==> config.mk <==
export PLATFORM = sky130hd
export DESIGN_NAME = uart_receiver
export DESIGN_NICKNAME = d
export VERILOG_FILES = /design/src/rtl/uart_pkg.sv /design/src/rtl/uart_rx_fifo.sv /design/src/rtl/uart_receiver.sv
export SDC_FILE = /design/constraint.sdc
export NUM_CORES = 1
export LEC_CHECK = 0
export ABC_AREA = 1
export CAP_MARGIN = 30
export CORE_MARGIN = 8
export CORE_UTILIZATION = 45
export DETAILED_ROUTE_END_ITERATION = 10
export SLEW_MARGIN = 20
export SYNTH_ARGS = -nofsm -noshare
export SYNTH_HDL_FRONTEND = slang
export SYNTH_SLANG_ARGS = --single-unit
==> constraint.sdc <==
create_clock -name clk -period 2.82 [get_ports clk]
set_input_delay 0.564 -clock clk [delete_from_list [all_inputs] [get_ports clk]]
set_output_delay 0.564 -clock clk [all_outputs]
set_load 0.02 [all_outputs]
==> src/rtl/uart_pkg.sv <==
// Shared types and helpers for the UART receive path.
package uart_pkg;

  // Receiver frame-tracking states.
  typedef enum logic [1:0] {
    IDLE,
    START,
    DATA,
    STOP
  } rx_state_t;

  // Clocks per serial bit; integer division, so CLK_FREQ should be a multiple of the baud rate.
  function automatic int bit_period(input int clk_freq, input int baud_rate);
    return clk_freq / baud_rate;
  endfunction

endpackage

==> src/rtl/uart_rx_fifo.sv <==
// Synchronous byte FIFO between the UART frame decoder and the consumer.
// A push into a full FIFO is accepted only when a pop happens in the same cycle.
module uart_rx_fifo #(
  parameter int WIDTH = 8,
  parameter int DEPTH = 16
) (
  input  logic             clk,
  input  logic             rstn,
  input  logic             push,
  input  logic [WIDTH-1:0] wdata,
  output logic             full,
  input  logic             pop,
  output logic [WIDTH-1:0] rdata,
  output logic             empty
);

  localparam int AW = $clog2(DEPTH);
  localparam int CW = $clog2(DEPTH + 1);

  logic [WIDTH-1:0] mem [DEPTH];
  logic [AW-1:0]    wr_ptr;
  logic [AW-1:0]    rd_ptr;
  logic [CW-1:0]    count;
  logic             wr_en;
  logic             rd_en;

  assign rd_en = pop && !empty;
  assign wr_en = push && (!full || rd_en);
  assign full  = (count == CW'(DEPTH));
  assign empty = (count == '0);
  assign rdata = mem[rd_ptr];

  // Storage array; no reset needed because reads are qualified by the count.
  always_ff @(posedge clk) begin
    if (wr_en) begin
      mem[wr_ptr] <= wdata;
    end
  end

  // Pointers wrap naturally because DEPTH is a power of two; count tracks occupancy.
  always_ff @(posedge clk or negedge rstn) begin
    if (!rstn) begin
      wr_ptr <= '0;
      rd_ptr <= '0;
      count  <= '0;
    end else begin
      if (wr_en) begin
        wr_ptr <= wr_ptr + 1'b1;
      end
      if (rd_en) begin
        rd_ptr <= rd_ptr + 1'b1;
      end
      case ({wr_en, rd_en})
        2'b10:   count <= count + CW'(1);
        2'b01:   count <= count - CW'(1);
        default: count <= count;
      endcase
    end
  end

endmodule

==> src/rtl/uart_receiver.sv <==
// 8N1 UART receiver: synchroniser, frame FSM and a byte FIFO with valid/ready output.
// Optional macro UART_RX_MAJORITY_EN: 2-of-3 majority voting around every bit-centre sample.
module uart_receiver
  import uart_pkg::*;
#(
  parameter int BAUD_RATE  = 115200,
  parameter int CLK_FREQ   = 50000000,
  parameter int FIFO_DEPTH = 16
) (
  input  logic       clk,
  input  logic       rstn,
  input  logic       uart_rx,
  output logic       rx_valid,
  output logic [7:0] rx_tdata,
  input  logic       rx_ready,
  output logic       frame_err,
  output logic       overflow
);

  localparam int BIT_PERIOD  = bit_period(CLK_FREQ, BAUD_RATE);
  localparam int HALF_PERIOD = BIT_PERIOD / 2;

  logic       sync_q;
  logic       rx_s;
  logic       rx_d;
  logic       bit_sample;
  rx_state_t  state;
  logic [15:0] clk_cnt;
  logic [2:0] bit_cnt;
  logic [7:0] shreg;
  logic       push_q;
  logic       fifo_full;
  logic       fifo_empty;
  logic       fifo_pop;
  logic [7:0] fifo_rdata;

`ifdef UART_RX_MAJORITY_EN
  // The vote needs one extra cycle, so the whole frame timing runs one clock later.
  localparam int SAMPLE_SKEW = 1;

  logic [1:0] hist;

  if (BIT_PERIOD < 4) begin : g_period_check
    $error("uart_receiver: majority sampling needs BIT_PERIOD >= 4");
  end

  // Keep the two previous synchronised samples for the 2-of-3 vote.
  always_ff @(posedge clk or negedge rstn) begin
    if (!rstn) begin
      hist <= 2'b11;
    end else begin
      hist <= {hist[0], rx_s};
    end
  end

  assign bit_sample = (hist[1] & hist[0]) | (hist[1] & rx_s) | (hist[0] & rx_s);
`else
  localparam int SAMPLE_SKEW = 0;

  assign bit_sample = rx_s;
`endif

  localparam logic [15:0] START_LAST = 16'(HALF_PERIOD - 1 + SAMPLE_SKEW);
  localparam logic [15:0] BIT_LAST   = 16'(BIT_PERIOD - 1);

  // Two-flop synchroniser plus one delay stage for falling-edge detection.
  always_ff @(posedge clk or negedge rstn) begin
    if (!rstn) begin
      sync_q <= 1'b1;
      rx_s   <= 1'b1;
      rx_d   <= 1'b1;
    end else begin
      sync_q <= uart_rx;
      rx_s   <= sync_q;
      rx_d   <= rx_s;
    end
  end

  // Frame FSM: finds the start edge, samples bit centres and flags good or bad frames.
  always_ff @(posedge clk or negedge rstn) begin
    if (!rstn) begin
      state     <= IDLE;
      clk_cnt   <= '0;
      bit_cnt   <= '0;
      shreg     <= '0;
      push_q    <= 1'b0;
      frame_err <= 1'b0;
    end else begin
      push_q    <= 1'b0;
      frame_err <= 1'b0;
      case (state)
        IDLE: begin
          if (rx_d && !rx_s) begin
            clk_cnt <= '0;
            state   <= START;
          end
        end
        START: begin
          if (clk_cnt == START_LAST) begin
            if (bit_sample) begin
              state <= IDLE;
            end else begin
              clk_cnt <= '0;
              bit_cnt <= '0;
              state   <= DATA;
            end
          end else begin
            clk_cnt <= clk_cnt + 16'd1;
          end
        end
        DATA: begin
          if (clk_cnt == BIT_LAST) begin
            shreg   <= {bit_sample, shreg[7:1]};
            clk_cnt <= '0;
            bit_cnt <= bit_cnt + 3'd1;
            if (bit_cnt == 3'd7) begin
              state <= STOP;
            end
          end else begin
            clk_cnt <= clk_cnt + 16'd1;
          end
        end
        STOP: begin
          if (clk_cnt == BIT_LAST) begin
            clk_cnt <= '0;
            if (bit_sample) begin
              push_q <= 1'b1;
            end else begin
              frame_err <= 1'b1;
            end
            state <= IDLE;
          end else begin
            clk_cnt <= clk_cnt + 16'd1;
          end
        end
        default: state <= IDLE;
      endcase
    end
  end

  // A good byte is lost only if the FIFO is full and nobody drains it in the same cycle.
  always_ff @(posedge clk or negedge rstn) begin
    if (!rstn) begin
      overflow <= 1'b0;
    end else begin
      overflow <= push_q && fifo_full && !fifo_pop;
    end
  end

  assign rx_valid = !fifo_empty;
  assign fifo_pop = rx_valid && rx_ready;
  assign rx_tdata = rx_valid ? fifo_rdata : 8'h00;

  uart_rx_fifo #(
    .WIDTH(8),
    .DEPTH(FIFO_DEPTH)
  ) u_fifo (
    .clk  (clk),
    .rstn (rstn),
    .push (push_q),
    .wdata(shreg),
    .full (fifo_full),
    .pop  (fifo_pop),
    .rdata(fifo_rdata),
    .empty(fifo_empty)
  );

endmodule
**Run 1: signal metal coverage by tile**

30 x 30 tiles, from dark blue (low) to red (high), scaled to the fullest tile. Values are wire area over tile area, all layers added.
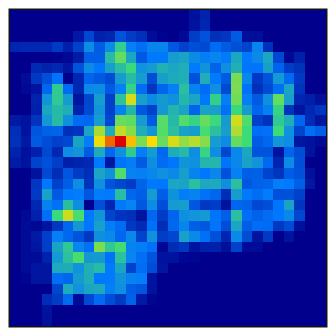
tiles over half the peak: 4.2%
nearly empty tiles: 32%
fullest tile: 0.73
Routed WL: 17.29 mm
via count: 5365
post-DR wirelength/cell: 16.97 µm

**Run 1: nets reached from selected ports**

The bar under the picture is 50 µm long.
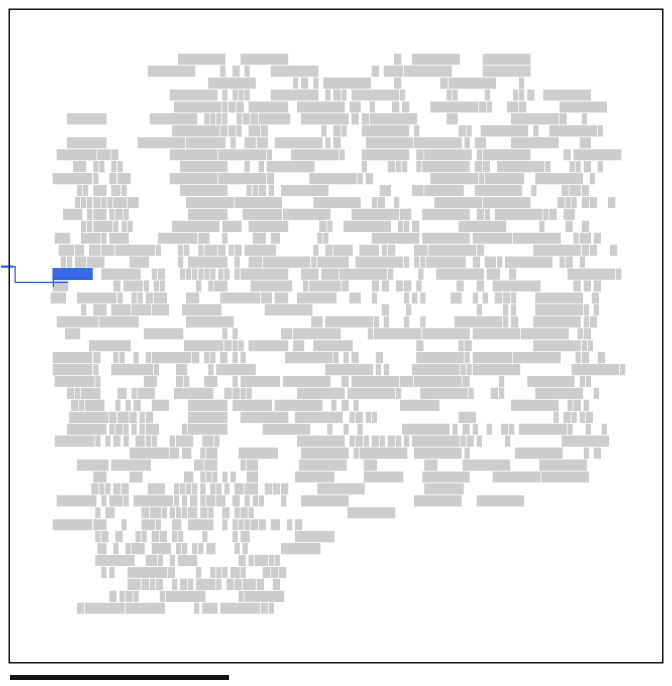
legend:
  `overflow`:
    colour: blue
    bits: 1
    direction: output
    edge: left
    end_cells: 1
    buffers: 1
    wire: 27.0 µm
PortBufs: 14
I/O Pins: 15

**Run 1: placed standard cells**

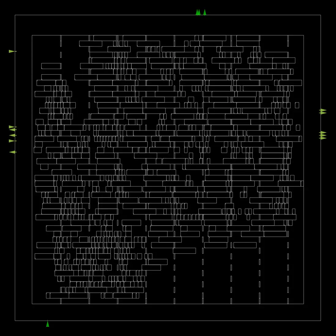
sequential cells: 176
row cnt: 48
n_taps: 225
flop share of the area: 0.5659
post-route insts no fill: 1019

==> results_slide.txt, run 1 <==
Run Summary

Synthesis
  • Yosys Instances: 762
  • Async S/R FF share, synth: 0.2727
  • Count leader, synth: nand2_1
  • Cells after Synth: 762
  • Ys flops: 176
  • Top cells by count: nand2_1, edfxtp_1, nor2_1
  • Synthesis Warnings: 0
  • Yosys Chip Area: 0.007910 mm²
  • Post-synth EDFFs: 128
  • Main flop type after synthesis: edfxtp_1
  • Floorplan net count: 780
  • Synth Cell Area: 0.007910 mm²
  • Top cell area share: 0.4859
  • Area leader, netlist: edfxtp_1
  • Top post-synthesis cells by area: edfxtp_1, dfrtp_1, nand2_1
  • Mean Syn Cell Area: 10.38 µm²
  • Yosys cell types: 36
  • Register share after synthesis: 0.6382

Clock tree
  • Clk sinks: 176
  • Clock transition at path regs: 70 ps
  • Bufs on Longest Clock Path: 2
  • Total CTS buffers: 17
  • PostCTS Resize Cnt: 11
  • Clk latency late pin: 430 ps
  • Post-CTS setup buffer count: 0
  • Clk root buf: clkbuf_16
  • Number of H-tree levels: 4
  • Hold Buf Count CTS: 0
  • TritonCTS clock tree: built

Place
  • Routability cong.: 0.8713
  • Placed cell count: 987
  • Place WS: 88.64 ps
  • Placed cell areas: 0.008356 mm²
  • HPWL Detailed: 11.17 mm

Setup path
  • CP Launch Type: flop
  • Crit path kind: reg2out
  • WP data arrival: 2090 ps
  • CP bufs+invs: 3
  • Crit-path max cell delay: 430 ps
  • Crit path max fanout: 36
  • Top delay family on crit path: AND-OR/OR-AND gates
  • R2R setup slack: 410 ps
  • CP Cell Sequence: inv_2 > buf_12 > nand2_1 > nand3_1 > nand2_1 > a21oi_1 > o31ai_1 > a21oi_1 > clkbuf_2
  • Crit end category: output port
  • Reg2Reg Depth: 14
  • CP Launch Point: u_fifo.rd_ptr[0]
  • Worst Path Required: 2260 ps
  • Crit path max-delay cell type: dfrtp_2
  • Worst R2R End: u_fifo.count[4]
  • Worst r2r src: u_fifo.count[2]
  • CP Depth: 9
  • Worst Setup EP: rx_tdata[5]

Cells and area
  • Fin util: 0.5177
  • #MultiIn Comb: 506
  • Nonclk buf count: 29
  • Share of layout cells above drive strength 1: 0.1134
  • MI comb area: 0.002536 mm²
  • Register Area: 0.005050 mm²
  • Fin nets: 799
  • Top reg by flops: u_fifo.mem
  • Antenna cell count: 0
  • Inverter count: 51
  • Regs by FF count: u_fifo.mem x128, clk_cnt x16, shreg x8
  • Leading cell kind: sequential cells
  • Filler cell count: 1503
  • Area Overhead vs Synth: 12.81%
  • Comb area share: 0.2842
  • Clock buffers: 17
  • Max FFs per register: 128
  • Buffer share of cell area: 0.03197
  • Final Cell Area: 0.008924 mm²
  • ClkCell Share: 0.06492
  • Most used logic cell in the final layout: nand2_1
  • Most frequent cells in the layout: nand2_1, edfxtp_1, nor2_1, nand3_1, dfrtp_1

Run
  • Tally of OpenROAD warnings: 33
  • Max-Cap Viols: 0

Timing
  • Layout Skew: 5.379 ps
  • Max Freq: 0.3770 GHz
  • Worst slew pin tran: 911.9 ps
  • Slew Viols, Final: 0
  • Final Setup Violations: 0
  • Rel. slew slack: 0.3898
  • Hold WS: 167.9 ps
  • Hold Fails Final Rpt: 0
  • Worst setup margin: 167.3 ps
  • RSZ-0062 raised after global routing: false
  • Tmin final: 2653 ps
  • Cycle use final: 0.9407
  • Setup_tns: 0 ps

Detailed routing
  • DRC: 0
  • Vias/cell: 5.265
  • First DRT Iteration DRCs: 443
  • Initial DRT Pass Iterations: 5
  • Antenna-violating nets left: 0

Die
  • Core box area: 0.01724 mm²
  • Die width: 148.6 µm
  • Die ar.: 0.02208 mm²
  • Chip height: 148.6 µm
  • FP Util: 0.4589

Global route
  • Grt total ovfl: 0
  • Met2 Use GR: 0.2573
  • Top Usage Layer GRT: met2
  • Met3 Usage GRT: 0.04254
  • First-pass GRT wire length: 28.01 mm
  • Vias in the first global route: 5285
  • Antenna violations before repair: 0
  • Met1 track demand over resource: 0.2151
  • Largest net degree at the start of global routing: 51
  • Tot GR Track Use: 0.1637

Power
  • Pwr Density: 874.6 mW/mm²
  • Psw: 0.002849 W
  • Internal power: 0.004956 W
  • Clk pwr share: 0.292
  • Logic gate share of total power: 0.316
  • Switching part of the total: 0.3650
  • Total power: 0.007804 W
  • Sequential power share: 0.392
  • Leakage power: 3.683 nW
  • Worst ir drop on vdd: 552.7 µV

Run status
  • Status: finished, final reports clean

Hold path
  • Hold Path Class: in2async
run 1: metal layers:
metal	wire length [µm]	share of wire
met5	0	0
met1	8166	0.47
met4	220	0.013
met3	764	0.044
met2	8136	0.47
run 1: power groups by stage:
| stage | sequential (W) | clock [W] | combinational, W |
|---|---|---|---|
| 2_1_floorplan | 0.00302 | 0 | 0.00177 |
| 3_3_place_gp | 0.00310 | 0 | 0.00248 |
| 3_5_place_dp | 0.00311 | 0 | 0.00253 |
| 4_1_cts | 0.00305 | 0.00232 | 0.00249 |
| 5_1_grt | 0.00308 | 0.00244 | 0.00273 |
| 6_report | 0.00306 | 0.00228 | 0.00246 |
run 1: cell families after synthesis:
group	share of synthesized area
buf+inv	0.04287
compound gates	0.07640
simple gates	0.1949
flops	0.6382
fa+ha+maj	0.02215
xor+xnor	0.02547
==> run 2: changes to the inputs <==
- SKIP_CTS_REPAIR_TIMING: unset -> 1
**Run 2: cells coloured by class**

Fill, decap, tap and diode cells in grey.
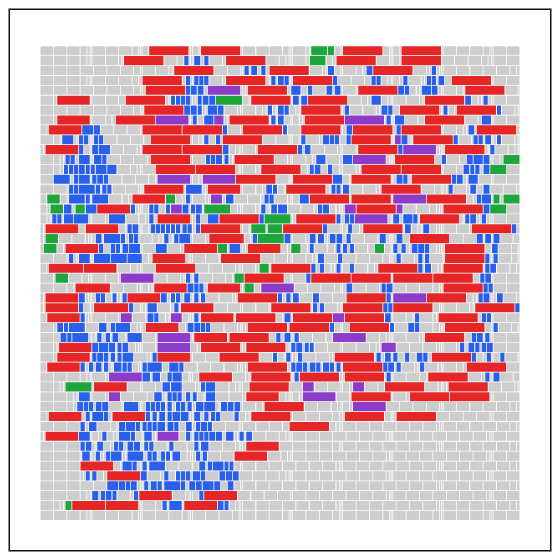
legend:
  other buffers and delay cells:
    colour: green
    cells: 29
    share_of_their_area: 3.7%
  combinational and other logic:
    colour: blue
    cells: 557
    share_of_their_area: 31%
  clock drivers and dummy loads:
    colour: purple
    cells: 32
    share_of_their_area: 6.7%
  flops:
    colour: red
    cells: 176
    share_of_their_area: 58%

==> results_slide.txt, run 2 <==
Run Summary

Synthesis
  • Async S/R FF share, synth: 0.2727
  • Yosys Instances: 762
  • Area leader, netlist: edfxtp_1
  • Count leader, synth: nand2_1
  • Register share after synthesis: 0.6382
  • Post-synth EDFFs: 128
  • Yosys Chip Area: 0.007910 mm²
  • Floorplan net count: 780
  • Synth Cell Area: 0.007910 mm²
  • Top cells by count: nand2_1, edfxtp_1, nor2_1
  • Main flop type after synthesis: edfxtp_1
  • Mean Syn Cell Area: 10.38 µm²
  • Synthesis Warnings: 0
  • Cells after Synth: 762
  • Top cell area share: 0.4859
  • Top post-synthesis cells by area: edfxtp_1, dfrtp_1, nand2_1
  • Ys flops: 176
  • Yosys cell types: 36

Cells and area
  • Clock buffers: 17
  • Flop share of the area: 0.5644
  • Top reg by flops: u_fifo.mem
  • Comb area share: 0.2819
  • Fin nets: 799
  • Fin util: 0.5191
  • Max FFs per register: 128
  • Sequential cells: 176
  • Filler cell count: 1498
  • Register Area: 0.005050 mm²
  • Share of layout cells above drive strength 1: 0.1033
  • Antenna cell count: 0
  • Leading cell kind: sequential cells
  • #MultiIn Comb: 506
  • Post-route insts no fill: 1019
  • Inverter count: 51
  • Most used logic cell in the final layout: nand2_1
  • Most frequent cells in the layout: nand2_1, edfxtp_1, nor2_1, nand3_1, dfrtp_1
  • Buffer share of cell area: 0.03608
  • ClkCell Share: 0.06475
  • Area Overhead vs Synth: 13.11%
  • MI comb area: 0.002522 mm²
  • Nonclk buf count: 29
  • Final Cell Area: 0.008947 mm²
  • Regs by FF count: u_fifo.mem x128, clk_cnt x16, shreg x8

Detailed routing
  • Highest routed layer: met4
  • Antenna-violating nets left: 0
  • First DRT Iteration DRCs: 388
  • Initial DRT Pass Iterations: 7
  • Vias/cell: 5.265
  • WL met3: 777 µm
  • DRC: 0
  • Routed WL: 17.30 mm
  • Met2 WL: 8.210 mm
  • Via count: 5365
  • DRT met1 WL: 8.143 mm
  • Post-DR wirelength/cell: 16.97 µm

Timing
  • Cycle use final: 0.9456
  • Rel. slew slack: 0.3735
  • Hold WS: 171.2 ps
  • Max Freq: 0.3750 GHz
  • Worst setup margin: 153.5 ps
  • Tmin final: 2666 ps
  • Hold Fails Final Rpt: 0
  • Worst slew pin tran: 936.2 ps
  • Setup_tns: 0 ps
  • Final Setup Violations: 0
  • RSZ-0062 raised after global routing: true
  • Slew Viols, Final: 0
  • Layout Skew: 6.509 ps

Power
  • Biggest consumer: sequential cells
  • Leakage power: 3.748 nW
  • Logic gate share of total power: 0.318
  • Clock network power: 0.00228 W
  • Worst ir drop on vdd: 552.7 µV
  • Clk pwr share: 0.291
  • Switching part of the total: 0.3619
  • Combinational power: 0.00250 W
  • P_seq: 0.00306 W
  • Pwr Density: 875.6 mW/mm²
  • Sequential power share: 0.390
  • Internal power: 0.004999 W
  • Total power: 0.007835 W
  • Psw: 0.002835 W

Run
  • Tally of OpenROAD warnings: 33
  • Max-Cap Viols: 0

Global route
  • Grt total ovfl: 0
  • Largest net degree at the start of global routing: 51
  • Vias in the first global route: 5285
  • First-pass GRT wire length: 27.99 mm
  • Met3 Usage GRT: 0.04254
  • Met1 track demand over resource: 0.2147
  • Top Usage Layer GRT: met2
  • Antenna violations before repair: 0
  • Tot GR Track Use: 0.1637
  • Met2 Use GR: 0.2584

Setup path
  • CP Launch Point: u_fifo.rd_ptr[0]
  • Crit end category: output port
  • Crit path max fanout: 36
  • Worst r2r src: u_fifo.count[2]
  • CP bufs+invs: 3
  • Crit path max-delay cell type: dfrtp_2
  • Crit path kind: reg2out
  • CP Depth: 9
  • R2R setup slack: 410 ps
  • Worst R2R End: u_fifo.count[4]
  • CP Launch Type: flop
  • Worst Path Required: 2260 ps
  • Reg2Reg Depth: 14
  • WP data arrival: 2100 ps
  • CP Cell Sequence: inv_2 > buf_12 > nand2_1 > nand3_1 > nand2_1 > a21oi_1 > o31ai_1 > a21oi_1 > dlymetal6s2s_1
  • Crit-path max cell delay: 430 ps
  • Worst Setup EP: rx_tdata[5]
  • Top delay family on crit path: buffers and inverters

Clock tree
  • TritonCTS clock tree: built
  • Bufs on Longest Clock Path: 2
  • Clock transition at path regs: 70 ps
  • Clk latency late pin: 420 ps
  • Clk root buf: clkbuf_16
  • Number of H-tree levels: 4
  • Total CTS buffers: 17
  • Clk sinks: 176

Place
  • HPWL Detailed: 11.17 mm
  • Placed cell count: 987
  • Placed cell areas: 0.008356 mm²
  • PortBufs: 14
  • Routability cong.: 0.8713
  • Place WS: 88.64 ps

Die
  • Die ar.: 0.02208 mm²
  • Row cnt: 48
  • N_taps: 225
  • FP Util: 0.4589
  • Core box area: 0.01724 mm²
  • I/O Pins: 15
  • Chip height: 148.6 µm
  • Die width: 148.6 µm

Run status
  • Status: finished, final reports clean

Hold path
  • Hold Path Class: in2async
run 2: cell counts after synthesis:
Identical to the previous run, type by type.
run 2: worst reg2reg max path, stage by stage (launching register included):
cell,delay (ps)
dfrtp_1,430
nor2_1,110
nand2_1,110
nor3b_1,310
nor2_2,70
inv_1,80
ha_1,260
xor2_1,240
ha_1,180
inv_1,40
nand2_1,100
a31oi_1,110
xor2_1,170
nand2_1,60
nand2_1,40
run 2: cell families after synthesis:
logic type | Yosys count | synth area share
compound gates | 108 | 0.07640
xor+xnor | 23 | 0.02547
fa+ha+maj | 14 | 0.02215
buf+inv | 80 | 0.04287
flops | 176 | 0.6382
simple gates | 361 | 0.1949
==> run 3: changes to the inputs <==
- CORE_UTILIZATION: 45 -> 62
- CTS_CLUSTER_DIAMETER: unset -> 200
- PLACE_DENSITY: unset -> 0.79
**Run 3: nets reached from selected ports**

The bar under the picture is 50 µm long.
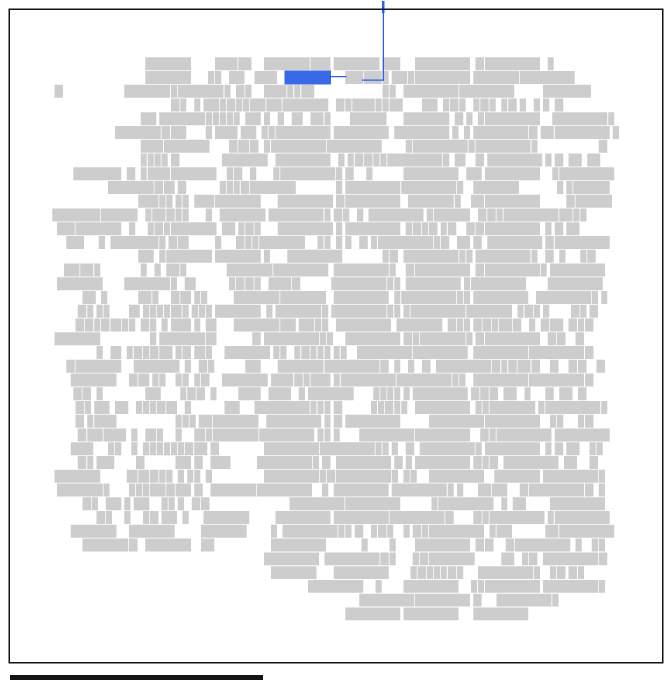
legend:
  `overflow`:
    colour: blue
    bits: 1
    direction: output
    edge: top
    end_cells: 1
    buffers: 1
    wire: 21.3 µm

==> results_slide.txt, run 3 <==
Run Summary

Run status
  • Status: finished, final reports clean

Cells and area
  • Most frequent cells in the layout: nand2_1, edfxtp_1, nor2_1, nand3_1, dfrtp_1
  • Regs by FF count: u_fifo.mem x128, clk_cnt x16, shreg x8
  • Final Cell Area: 0.008750 mm²
  • Post-route insts no fill: 961
  • Fin util: 0.6990
  • Filler cell count: 893

Timing
  • Worst slew pin tran: 841.1 ps
  • Slew Viols, Final: 0
  • Hold WS: 128.8 ps
  • Cycle use final: 0.9682
  • Setup_tns: 0 ps
  • Layout Skew: 8.979 ps
  • Hold Fails Final Rpt: 0
  • Worst setup margin: 89.65 ps
  • Rel. slew slack: 0.4372

Synthesis
  • Area fraction in mux cells: 0
  • Top cell area share: 0.4859
  • Async S/R FF share, synth: 0.2727
  • Post-synth EDFFs: 128
  • Top logic family: simple AND/OR/NAND/NOR gates
  • Mean Syn Cell Area: 10.38 µm²
  • Simple Share, Synth: 0.1949
  • AO/OA Area Share: 0.07640
  • Yosys cell types: 36
  • Synth Cell Area: 0.007910 mm²
  • Yosys Chip Area: 0.007910 mm²
  • Area leader, netlist: edfxtp_1
  • Register share after synthesis: 0.6382
  • Xor and xnor area share after synthesis: 0.02547
  • Yosys Instances: 762
  • Cells after Synth: 762

Clock tree
  • Total CTS buffers: 17
  • Bufs on Longest Clock Path: 2
  • TritonCTS clock tree: built
  • Clk latency late pin: 430 ps
  • Number of H-tree levels: 4

Setup path
  • Crit-path max cell delay: 440 ps
  • Reg2Reg Depth: 14
  • Top delay family on crit path: buffers and inverters
  • Worst r2r src: u_fifo.count[0]
  • CP Cell Sequence: clkinv_1 > buf_12 > nand2_1 > nand3_1 > nand2_1 > a21oi_1 > o31ai_1 > a21oi_1 > clkbuf_2
  • CP Depth: 9
  • Worst Path Required: 2260 ps
  • CP Launch Point: u_fifo.rd_ptr[0]
  • WP data arrival: 2170 ps
  • Crit path max fanout: 49

Detailed routing
  • DRT met1 WL: 6.839 mm
  • WL met3: 1.273 mm
  • Initial DRT Pass Iterations: 5
  • DRC: 0
  • Via count: 5533
  • Met2 WL: 8.358 mm
  • Vias/cell: 5.758

Power
  • Total power: 0.007632 W
  • Pwr Density: 872.3 mW/mm²

Hold path
  • Hold Path Class: in2async

Die
  • FP Util: 0.6319
  • I/O Pins: 15
  • Die ar.: 0.01663 mm²
  • Core box area: 0.01252 mm²
  • Row cnt: 41

Place
  • PortBufs: 14
  • Placed cell count: 929
  • Place WS: 62.95 ps

Global route
  • Antenna violations before repair: 0
  • Tot GR Track Use: 0.2181
  • First-pass GRT wire length: 27.48 mm
  • Grt total ovfl: 0
  • Met3 Usage GRT: 0.05585
  • Met1 track demand over resource: 0.2613
  • Top Usage Layer GRT: met2

Run
  • Max-Cap Viols: 0
[run 3: cell counts after synthesis]
No cell type changed its count.
[run 3: worst reg2reg max path: cells and delay by family, from the launching register on]
family | cells | cell delay (ps)
simple gates | 7 | 820
flops | 1 | 430
buf+inv | 2 | 120
xor+xnor | 2 | 390
compound gates | 1 | 120
fa+ha+maj | 2 | 450
[run 3: cell type report]
type / instances / area share
clock buffer: 19 / 0.04948
multi-input combinational: 506 / 0.2891
tap: 172 / 0.02460
clock inverter: 13 / 0.01115
sequential: 176 / 0.5771
inverter: 51 / 0.02188
timing repair buffer: 24 / 0.02660
[run 3: report_power, final]
part,leakage (nW),internal (W),switching (W)
sequential,2.11,0.00287,0.000189
combinational,1.25,0.000806,0.00165
clock,0.256,0.00120,0.000918
total,3.61,0.00487,0.00276
Power and IR drop assume default switching activity.
